**src/rtl/led_fade_sequencer_pkg.sv**
```systemverilog
// Shared types, defaults and saturating arithmetic for the LED fade sequencer
// and the other blocks on the PWM duty path.
package led_fade_sequencer_pkg;

  typedef enum logic [2:0] {
    ST_MANUAL  = 3'd0,
    ST_UP      = 3'd1,
    ST_HOLD_HI = 3'd2,
    ST_DOWN    = 3'd3,
    ST_HOLD_LO = 3'd4
  } fade_state_e;

  localparam int DEF_CLOCK_FREQ_MHZ = 100;
  localparam int DEF_PWM_VALUE_SIZE = 8;
  localparam int DEF_STEP_PERIOD_US = 2000;

  localparam int MAX_VALUE   = (1 << DEF_PWM_VALUE_SIZE) - 1;
  localparam int TICK_CYCLES = DEF_CLOCK_FREQ_MHZ * DEF_STEP_PERIOD_US;

  // Wide enough for W+1-bit arithmetic on any duty width up to 16 bits.
  localparam int SAT_W = 17;

  function automatic int calc_max_value(input int w);
    return (1 << w) - 1;
  endfunction

  function automatic int calc_tick_cycles(input int freq_mhz, input int period_us);
    return freq_mhz * period_us;
  endfunction

  // Add or subtract step, clamped to [floor_v, cap_v]; operands stay below 2**16
  // so neither val+step nor floor_v+step can overflow SAT_W bits.
  function automatic logic [SAT_W-1:0] sat_step(
    input logic [SAT_W-1:0] val,
    input logic [SAT_W-1:0] step,
    input logic [SAT_W-1:0] floor_v,
    input logic [SAT_W-1:0] cap_v,
    input logic             sub
  );
    if (sub) begin
      return (val >= floor_v + step) ? val - step : floor_v;
    end
    return (val + step >= cap_v) ? cap_v : val + step;
  endfunction

endpackage

```
**src/rtl/led_fade_sequencer_if.sv**
```systemverilog
// Encoder-side pulses in, PWM duty value and debug status out.
interface led_fade_sequencer_if #(
  parameter int W = led_fade_sequencer_pkg::DEF_PWM_VALUE_SIZE
);
  logic         increase_i;
  logic         decrease_i;
  logic         mode_toggle_i;
  logic [W-1:0] value_o;
  logic         mode_o;
  logic [2:0]   state_o;

  modport master (
    output increase_i, decrease_i, mode_toggle_i,
    input  value_o, mode_o, state_o
  );

  modport slave (
    input  increase_i, decrease_i, mode_toggle_i,
    output value_o, mode_o, state_o
  );
endinterface

```
**src/rtl/led_fade_sequencer_step_tick_gen.sv**
```systemverilog
// Fade step prescaler: one-cycle tick every CYCLES_PER_TICK enabled cycles,
// counter held at zero while disabled.
module step_tick_gen
  import led_fade_sequencer_pkg::*;
#(
  parameter int CYCLES_PER_TICK = TICK_CYCLES
) (
  input  logic clk_i,
  input  logic rst_n_i,
  input  logic en_i,
  output logic tick_o
);

  localparam int CW = (CYCLES_PER_TICK > 1) ? $clog2(CYCLES_PER_TICK) : 1;
  localparam logic [CW-1:0] C_LAST = CW'(CYCLES_PER_TICK - 1);

  logic [CW-1:0] r_cnt;

  always_ff @(posedge clk_i or negedge rst_n_i) begin
    if (!rst_n_i) begin
      r_cnt <= '0;
    end else if (!en_i || r_cnt == C_LAST) begin
      r_cnt <= '0;
    end else begin
      r_cnt <= r_cnt + CW'(1);
    end
  end

  assign tick_o = en_i && (r_cnt == C_LAST);

endmodule

```
**src/rtl/led_fade_sequencer.sv**
```systemverilog
// Brightness sequencer between the encoder decoder and the PWM generator:
// manual stepping or an automatic up/hold/down/hold breathe cycle.
module led_fade_sequencer
  import led_fade_sequencer_pkg::*;
#(
  parameter int CLOCK_FREQ_MHZ = DEF_CLOCK_FREQ_MHZ,
  parameter int PWM_VALUE_SIZE = DEF_PWM_VALUE_SIZE,
  parameter int BRIGHTNESS_INC = 5,
  parameter int STEP_PERIOD_US = DEF_STEP_PERIOD_US,
  parameter int HOLD_STEPS     = 50
) (
  input logic                 clk_i,
  input logic                 rst_n_i,
  led_fade_sequencer_if.slave io_bus
);

  localparam int W      = PWM_VALUE_SIZE;
  localparam int MAX_V  = calc_max_value(PWM_VALUE_SIZE);
  localparam int TICK_N = calc_tick_cycles(CLOCK_FREQ_MHZ, STEP_PERIOD_US);
  localparam int HCW    = (HOLD_STEPS > 1) ? $clog2(HOLD_STEPS) : 1;

  localparam logic [SAT_W-1:0] C_INC  = SAT_W'(BRIGHTNESS_INC);
  localparam logic [SAT_W-1:0] C_MAX  = SAT_W'(MAX_V);
  localparam logic [SAT_W-1:0] C_ZERO = '0;
  localparam logic [W-1:0]     V_MAX  = W'(MAX_V);
  localparam logic [HCW-1:0]   H_LAST = HCW'(HOLD_STEPS - 1);

  fade_state_e    r_state;
  logic [W-1:0]   r_value;
  logic [W-1:0]   r_peak;
  logic           r_mode;
  logic [HCW-1:0] r_hold;

  logic         w_inc, w_dec, w_tog, w_adjust;
  logic         w_tick, w_tick_en, w_hold_last;
  logic [W-1:0] w_man_val, w_peak_adj, w_val_clamp, w_up_val, w_down_val;

  assign w_inc    = io_bus.increase_i;
  assign w_dec    = io_bus.decrease_i;
  assign w_tog    = io_bus.mode_toggle_i;
  assign w_adjust = w_inc ^ w_dec;

  // A toggle in either direction leaves the prescaler at zero, so the first tick
  // after entering BREATHE lands a full period later.
  assign w_tick_en = r_mode & ~w_tog;

  step_tick_gen #(
    .CYCLES_PER_TICK(TICK_N)
  ) u_tick (
    .clk_i  (clk_i),
    .rst_n_i(rst_n_i),
    .en_i   (w_tick_en),
    .tick_o (w_tick)
  );

  assign w_man_val  = W'(sat_step(SAT_W'(r_value), C_INC, C_ZERO, C_MAX, w_dec));
  assign w_peak_adj = w_adjust ? W'(sat_step(SAT_W'(r_peak), C_INC, C_INC, C_MAX, w_dec))
                               : r_peak;
  // A lowered peak pulls the rising/high value down with it in the same update.
  assign w_val_clamp = (r_value > w_peak_adj) ? w_peak_adj : r_value;
  assign w_up_val    = w_tick ? W'(sat_step(SAT_W'(w_val_clamp), C_INC, C_ZERO,
                                            SAT_W'(w_peak_adj), 1'b0))
                              : w_val_clamp;
  assign w_down_val  = W'(sat_step(SAT_W'(r_value), C_INC, C_ZERO, C_MAX, 1'b1));
  assign w_hold_last = (r_hold == H_LAST);

  always_ff @(posedge clk_i or negedge rst_n_i) begin
    if (!rst_n_i) begin
      r_state <= ST_MANUAL;
      r_value <= '0;
      r_peak  <= '0;
      r_mode  <= 1'b0;
      r_hold  <= '0;
    end else begin
      case (r_state)
        ST_MANUAL: begin
          if (w_tog) begin
            r_peak  <= (r_value == '0) ? V_MAX : r_value;
            r_value <= '0;
            r_mode  <= 1'b1;
            r_state <= ST_UP;
            r_hold  <= '0;
          end else if (w_adjust) begin
            r_value <= w_man_val;
          end
        end
        ST_UP, ST_HOLD_HI, ST_DOWN, ST_HOLD_LO: begin
          if (w_tog) begin
            r_value <= r_peak;
            r_mode  <= 1'b0;
            r_state <= ST_MANUAL;
            r_hold  <= '0;
          end else begin
            r_peak <= w_peak_adj;
            case (r_state)
              ST_UP: begin
                r_value <= w_up_val;
                if (w_up_val == w_peak_adj) begin
                  r_state <= ST_HOLD_HI;
                  r_hold  <= '0;
                end
              end
              ST_HOLD_HI: begin
                r_value <= w_val_clamp;
                if (w_tick) begin
                  r_hold <= w_hold_last ? '0 : r_hold + HCW'(1);
                  if (w_hold_last) r_state <= ST_DOWN;
                end
              end
              ST_DOWN: begin
                if (w_tick) begin
                  r_value <= w_down_val;
                  if (w_down_val == '0) begin
                    r_state <= ST_HOLD_LO;
                    r_hold  <= '0;
                  end
                end
              end
              default: begin
                if (w_tick) begin
                  r_hold <= w_hold_last ? '0 : r_hold + HCW'(1);
                  if (w_hold_last) r_state <= ST_UP;
                end
              end
            endcase
          end
        end
        default: begin
          r_state <= ST_MANUAL;
          r_mode  <= 1'b0;
          r_value <= '0;
          r_hold  <= '0;
        end
      endcase
    end
  end

  assign io_bus.value_o = r_value;
  assign io_bus.mode_o  = r_mode;
  assign io_bus.state_o = r_state;

endmodule

```
**src/flat_wrapper.sv**
```systemverilog
// flat-port wrapper written by rule: the top's interface ports become plain ports
module led_fade_sequencer_flat import led_fade_sequencer_pkg::*;
#(
  parameter int CLOCK_FREQ_MHZ = DEF_CLOCK_FREQ_MHZ,
  parameter int PWM_VALUE_SIZE = DEF_PWM_VALUE_SIZE,
  parameter int BRIGHTNESS_INC = 5,
  parameter int STEP_PERIOD_US = DEF_STEP_PERIOD_US,
  parameter int HOLD_STEPS     = 50
)
  (clk_i, rst_n_i, io_bus_increase_i, io_bus_decrease_i, io_bus_mode_toggle_i, io_bus_value_o, io_bus_mode_o, io_bus_state_o);
  led_fade_sequencer_if #(.W((8))) io_bus_i ();
  input logic clk_i;
  input logic rst_n_i;
  input wire logic [$bits(io_bus_i.increase_i)-1:0] io_bus_increase_i;
  input wire logic [$bits(io_bus_i.decrease_i)-1:0] io_bus_decrease_i;
  input wire logic [$bits(io_bus_i.mode_toggle_i)-1:0] io_bus_mode_toggle_i;
  output wire logic [$bits(io_bus_i.value_o)-1:0] io_bus_value_o;
  output wire logic [$bits(io_bus_i.mode_o)-1:0] io_bus_mode_o;
  output wire logic [$bits(io_bus_i.state_o)-1:0] io_bus_state_o;
  assign io_bus_i.increase_i = io_bus_increase_i;
  assign io_bus_i.decrease_i = io_bus_decrease_i;
  assign io_bus_i.mode_toggle_i = io_bus_mode_toggle_i;
  assign io_bus_value_o = io_bus_i.value_o;
  assign io_bus_mode_o = io_bus_i.mode_o;
  assign io_bus_state_o = io_bus_i.state_o;
  led_fade_sequencer #(.CLOCK_FREQ_MHZ(CLOCK_FREQ_MHZ), .PWM_VALUE_SIZE(PWM_VALUE_SIZE), .BRIGHTNESS_INC(BRIGHTNESS_INC), .STEP_PERIOD_US(STEP_PERIOD_US), .HOLD_STEPS(HOLD_STEPS)) u_core (.clk_i(clk_i), .rst_n_i(rst_n_i), .io_bus(io_bus_i));
endmodule
```
**config.mk**
```make
export PLATFORM = sky130hd
export DESIGN_NAME = led_fade_sequencer_flat
export DESIGN_NICKNAME = d
export VERILOG_FILES = /design/src/rtl/led_fade_sequencer_pkg.sv /design/src/rtl/led_fade_sequencer_if.sv /design/src/rtl/led_fade_sequencer_step_tick_gen.sv /design/src/rtl/led_fade_sequencer.sv /design/src/flat_wrapper.sv
export SDC_FILE = /design/constraint.sdc
export NUM_CORES = 1
export LEC_CHECK = 0
export CAP_MARGIN = 15
export CORE_ASPECT_RATIO = 1.4
export CORE_MARGIN = 2
export CORE_UTILIZATION = 55
export CTS_CLUSTER_SIZE = 25
export DETAILED_ROUTE_END_ITERATION = 7
export PLACE_DENSITY_LB_ADDON = 0.08
export SYNTH_ARGS = -nofsm -noshare
export SYNTH_HDL_FRONTEND = slang
export SYNTH_HIERARCHICAL = 1
export SYNTH_SLANG_ARGS = --single-unit
```
**constraint.sdc**
```tcl
create_clock -name clk_i -period 12.7 [get_ports clk_i]
set_input_delay 2.54 -clock clk_i [delete_from_list [all_inputs] [get_ports clk_i]]
set_output_delay 2.54 -clock clk_i [all_outputs]
set_load 0.005 [all_outputs]
```
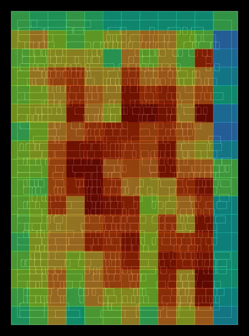
**Above:** run 1 (routing congestion).
GRT busiest layer: met2
Global Route met1 Usage: 40.4%
GRT Total Usage: 32.7%
DR WL/cell: 21.5 µm

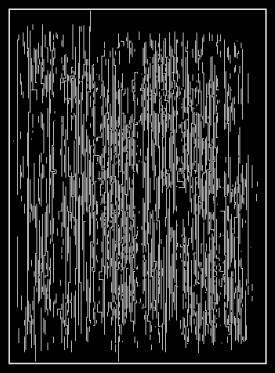
**Above:** run 1 (met2 routing).
Drawn at 3 px/µm.
nets with wire on the layer: 574
longest straight run: 52.7 µm
DR vias: 5429
met2 Usage GRT: 54.2%
detailed-route wire length: 16700 µm

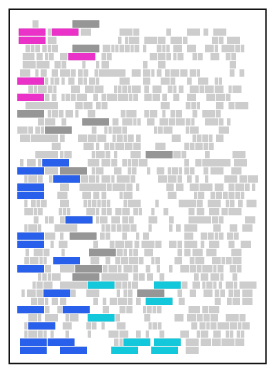
**Above:** run 1 (sequential cells colored by netlist name).
Drawn at 3 px/µm. Other sequential cells in the stronger gray, the rest of the logic in the fainter gray.
| color | netlist name | flops |
|---|---|---|
| magenta | `u_core/r_hold` | 6 |
| cyan | `u_core/r_peak` | 8 |
| blue | `u_core/u_tick/r_cnt` | 18 |

==> results_dict.tcl, run 1 <==
# collected from the flow reports
set metrics [dict create \
    ff_type "dfrtp_1" \
    fin_crit_ns 10.63 \
    hold_buffers 0 \
    buffer_area_share_pct 3.99 \
    common_cells "73 x nor2_1, 56 x o21ai_0, 51 x nand2_1" \
    hp-start "u_core/r_hold[5]$_DFFE_PN0P_" \
    mux_share_pct 2.27 \
    simple_gate_share_pct 28.3 \
    cpMostUsedCell "ha_1" \
    combGateArea_um2 3660 \
    flop_area_um2 1100 \
    cts_made_buffers 5 \
    die_w_um 85.1 \
    fin_cells 775 \
    ant_nets 0 \
    nets 699 \
    ys_cells 678 \
    ys_types 81 \
    core_util_floorplan_pct 56.4 \
    fmax_mhz 94.1 \
    dp_slack_ns 2.09 \
    synth_flops 44 \
    post_cts_resize_count 0 \
    drc 0 \
    tool_warnings 33 \
    ys_top_logic_family "simple AND/OR/NAND/NOR gates" \
    clock_area_share_pct 3.29 \
    fin_hold_ws_ns 0.482 \
    postLayoutCellArea_um2 5400 \
    synth_top_area_share_pct 21.7 \
    coreArea_um2 8980 \
    status "finished clean" \
    synth.avg_cell_area_um2 7.47 \
    comb_cells 563 \
    finalHoldViolations 0 \
    ys_sh_adder_pct 6.87 \
    grt_start_max_net_pins 45 \
    end_kind "flip-flop" \
    most_common_cell "nor2_1" \
    grt-ovfl-total 0 \
    biggestCellCategory "multi-input combinational cells" \
    port-buffer-count 16 \
    n_antenna_cell 0 \
    hpwlAfterDp_um 12000 \
    xor_share_pct 7.44 \
    grt_pass1_wl_um 26200 \
    clockBufferDepth 2 \
    synth_cells 678 \
    edf_count 0 \
    dpl_cell_area_um2 5210 \
    path_class "input port to flip-flop" \
    dp.cells 766 \
    clock_latency_ns 0.29 \
]
run 1: kinds of logic (layout without fill, tap and decap cells):
| kind of cell | Yosys count | after routing |
|---|---|---|
| flops | 44 | 44 |
| simple gates | 277 | 277 |
| mux | 11 | 11 |
| buf+inv | 71 | 61 |
| xor+xnor | 43 | 43 |
| compound gates | 204 | 204 |
| fa+ha+maj | 28 | 28 |
run 1: path summary, 6_finish.rpt:
check	to	slack, ns
max	u_core/r_hold[4]$_DFFE_PN0P_	2.07
min	u_core/r_hold[5]$_DFFE_PN0P_	0.48
max reg2reg	u_core/r_hold[4]$_DFFE_PN0P_	4.40
min reg2reg	u_core/r_hold[5]$_DFFE_PN0P_	0.48
max in group asynchronous	u_core/r_hold[4]$_DFFE_PN0P_	9.66
min in group asynchronous	u_core/u_tick/r_cnt[1]$_DFF_PN0_	2.41
run 1: flip-flops by register name, summed over array words and instances, names as in the netlist:
name and flops:
u_core/io_bus.state_o 3, u_core/r_hold 6, u_core/r_peak 8, u_core/io_bus.mode_o 1, u_core/io_bus.value_o 8, u_core/u_tick/r_cnt 18
run 1: per-layer routing:
layer  up-vias  track usage [%]  routed length [µm]
met5         -                0                   0
li1       2487                -                   -
met1      2518             40.4                6400
met3        89             3.02                1310
met2       335             54.2                7940
met4         0             19.9                1030
run 1: worst max-delay path: cells and delay by family:
family | cells | cell delay (ns)
buf+inv | 3 | 1.22
simple gates | 12 | 3.46
xor+xnor | 1 | 0.08
compound gates | 9 | 1.70
mux | 2 | 0.85
fa+ha+maj | 3 | 1.00
==> inputs of run 2 (changes only) <==
==> constraint.sdc (replaced) <==
create_clock -name clk_i -period 10.3 [get_ports clk_i]
set_input_delay 2.06 -clock clk_i [delete_from_list [all_inputs] [get_ports clk_i]]
set_output_delay 2.06 -clock clk_i [all_outputs]
set_load 0.005 [all_outputs]
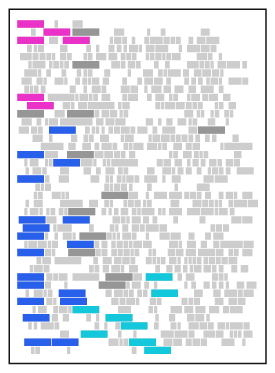
**Above:** run 2 (sequential cells colored by netlist name).
Drawn at 3 px/µm. Other sequential cells in the stronger gray, the rest of the logic in the fainter gray.
| color | netlist name | flops |
|---|---|---|
| cyan | `u_core/r_peak` | 8 |
| magenta | `u_core/r_hold` | 6 |
| blue | `u_core/u_tick/r_cnt` | 18 |
not colored: 12
end-of-flow core utilization: 60.3%
Seq/total area: 20.3%
sequential cell area: 1100 µm²

==> results_dict.tcl, run 2 <==
# collected from the flow reports
set metrics [dict create \
    cp_top_family "AND-OR/OR-AND gates" \
    ios 17 \
    critical_path_depth 30 \
    layout_top_cell "nor2_1" \
    clock_skew_ns 0.0110 \
    combGateArea_um2 3660 \
    mux_share_pct 2.27 \
    taps 107 \
    dpl_cell_area_um2 5230 \
    vias 5402 \
    start_kind "input port" \
    ys_sh_adder_pct 6.87 \
    clock_area_share_pct 3.28 \
    path_class "input port to flip-flop" \
    postLayoutCellArea_um2 5410 \
    dp_slack_ns 0.482 \
    largest-register "u_core/u_tick/r_cnt" \
    edf_count 0 \
    hpwlAfterDp_um 11700 \
    drc 0 \
    wirelength_um 16100 \
    buffers 26 \
    clockBufferDepth 2 \
    synth_flops 44 \
    cts_made_buffers 5 \
    ff_type "dfrtp_1" \
    synth_top_area_share_pct 21.7 \
    most_common_cell "nor2_1" \
    grt_start_max_net_pins 45 \
    ant_nets 0 \
    area_delta_synth_final_pct 6.87 \
    status "finished clean" \
    synth_cells 678 \
    ys_cells 678 \
    grtUsageTotal_pct 31.9 \
    cp.buffers_inverters 2 \
    end_kind "flip-flop" \
    post_cts_resize_count 0 \
    n_antenna_cell 0 \
    nFillCells 830 \
    grt_pass1_wl_um 25600 \
    largest_register_ffs 18 \
    hold_buffers 0 \
    ys_types 81 \
    critPathSlowestCell "clkdlybuf4s50_1" \
    coreArea_um2 8980 \
    buffer_area_share_pct 4.25 \
    core_util_floorplan_pct 56.4 \
    fmax_mhz 105 \
    fin_crit_ns 9.55 \
    ys_top_logic_family "simple AND/OR/NAND/NOR gates" \
    r2r_cells 30 \
    xor_share_pct 7.44 \
    common_cells "73 x nor2_1, 56 x o21ai_0, 51 x nand2_1" \
    tool_warnings 33 \
    synth.avg_cell_area_um2 7.47 \
    finalHoldViolations 0 \
    comb_cells 563 \
    drv_cap 0 \
    clock_latency_ns 0.29 \
    grt-ovfl-total 0 \
    port-buffer-count 16 \
]
==> run 2: netlist changes by cell type in the layout (fill, tap and decap cells not counted), sizes merged <==
cell and change:
buf +2
==> run 2: path summary, 6_finish.rpt <==
| path | from | end | slack, ns |
|---|---|---|---|
| max in group asynchronous | rst_n_i | u_core/u_tick/r_cnt[5]$_DFF_PN0_ | 7.73 |
| max | io_bus_decrease_i | u_core/io_bus.value_o[3]$_DFFE_PN0P_ | 0.75 |
| min | u_core/u_tick/r_cnt[0]$_DFF_PN0_ | u_core/u_tick/r_cnt[0]$_DFF_PN0_ | 0.49 |
| min in group asynchronous | rst_n_i | u_core/u_tick/r_cnt[2]$_DFF_PN0_ | 1.94 |
| max reg2reg | u_core/r_peak[0]$_DFFE_PN0P_ | u_core/io_bus.value_o[3]$_DFFE_PN0P_ | 2.39 |
| min reg2reg | u_core/u_tick/r_cnt[0]$_DFF_PN0_ | u_core/u_tick/r_cnt[0]$_DFF_PN0_ | 0.49 |
==> run 2: through the flow <==
stage / std cells / hold slack [ns] / util, %
6_report: 777 / 0.487 / 60.3
5_1_grt: 777 / 0.505 / 60.3
4_1_cts: 776 / 0.492 / 60.2
3_5_place_dp: 768 / 0.478 / 58.2
3_3_place_gp: 768 / 0.470 / 58.2
2_1_floorplan: 678 / 0.446 / -
==> run 2: routing by layer <==
metal	vias up	global-route usage (%)	part of all wire (%)
met2	360	50.3	46
met1	2456	40.9	38
li1	2496	-	-
met5	-	0	0
met3	90	4.70	9.2
met4	0	18.8	6.5
==> inputs of run 3 (changes only) <==
--- a/config.mk
+++ b/config.mk
@@ -14,5 +14,4 @@
 export PLACE_DENSITY_LB_ADDON = 0.08
 export SYNTH_ARGS = -nofsm -noshare
 export SYNTH_HDL_FRONTEND = slang
-export SYNTH_HIERARCHICAL = 1
 export SYNTH_SLANG_ARGS = --single-unit
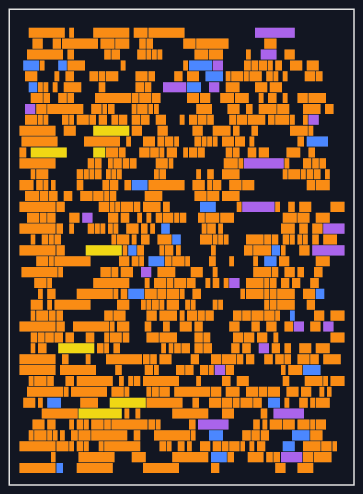
**Above:** run 3 (cell sizes after repair).
Drawn at 4 px/µm.
| color | size | cells | share | most used |
|---|---|---|---|---|
| orange | drive 1 or less | 610 | 92% | nor2_1 |
| blue | drive 2 | 26 | 3.9% | or2_2 |
| yellow | drive 6 and up | 7 | 1.1% | clkbuf_16 |
| purple | drive 3 to 4 | 21 | 3.2% | buf_4 |
Non-Clock Buffer Count: 26
design area: 5500 µm²
Worst Setup Slack, final: 0.605 ns
Area growth syn-to-layout: 6.57%

==> results_dict.tcl, run 3 <==
# collected from the flow reports
set metrics [dict create \
    reg2reg_from "u_core.r_peak[0]$_DFFE_PN0P_" \
    hpwlAfterDp_um 12200 \
    nFillCells 833 \
    most_common_cell "nor2_1" \
    nets 695 \
    grt_pass1_wl_um 26700 \
    critPathSlowestCell "clkdlybuf4s50_1" \
    ff2ff_setup_slack_ns 2.18 \
    violations "DRC" \
    largest_register_ffs 18 \
    ant_nets 0 \
    gr-usage-met1_pct 40.2 \
    mux_share_pct 4.68 \
    drc 2 \
    core_util_floorplan_pct 56.8 \
    hp-start "u_core.u_tick.r_cnt[0]$_DFF_PN0_" \
    grtUsageTotal_pct 33.1 \
    combGateArea_um2 3750 \
    clock_skew_ns 0.00841 \
    n_antenna_cell 0 \
    ys_types 83 \
    synth_cells 674 \
    dp_slack_ns 0.233 \
    ys_cells 674 \
    highest_layer "met4" \
    gr-usage-met2_pct 56.1 \
    cp.buffers_inverters 6 \
    clockBufferDepth 2 \
    holdPathEnd "u_core.u_tick.r_cnt[0]$_DFF_PN0_" \
    status "complete, but fails checks" \
    cpMostUsedCell "o21ai_0" \
    synth.avg_cell_area_um2 7.65 \
    ff_type "dfrtp_1" \
    die_w_um 85.8 \
    simple_gate_share_pct 26.9 \
    met1_length_um 6490 \
]
[run 3: through the flow]
step	hold slack [ns]	instance area (µm²)
6_report	0.500	5500
5_1_grt	0.560	5500
4_1_cts	0.506	5490
3_5_place_dp	0.497	5320
3_3_place_gp	0.480	5320
2_1_floorplan	0.455	5160
[run 3: area by class of cell]
| cell class | instances | share of cell area (%) |
|---|---|---|
| Multi-Input combinational cell | 558 | 68.3 |
| Sequential cell | 44 | 20.0 |
| Timing Repair Buffer | 26 | 4.23 |
| Tap cell | 107 | 2.44 |
| Clock buffer | 5 | 2.28 |
| Inverter | 28 | 1.91 |
| Clock inverter | 3 | 0.842 |
[run 3: worst max-delay path by stage]
stage	end	start	slack, ns	cells after the start
CTS	u_core.r_hold[0]$_DFFE_PN0P_	io_bus_decrease_i	0.51	30
global route	u_core.r_hold[0]$_DFFE_PN0P_	io_bus_increase_i	0.03	30
floorplan	u_core.r_hold[0]$_DFFE_PN0P_	io_bus_increase_i	1.56	30
global placement	u_core.r_hold[0]$_DFFE_PN0P_	io_bus_decrease_i	0.60	29
detailed placement	u_core.r_hold[0]$_DFFE_PN0P_	io_bus_decrease_i	0.23	30
finish	u_core.r_hold[0]$_DFFE_PN0P_	io_bus_increase_i	0.60	30
[run 3: repair_timing]
action	4_1_cts	5_1_grt
hold buffers	0	0
setup endpoints to repair	0	15
gates resized	0	3
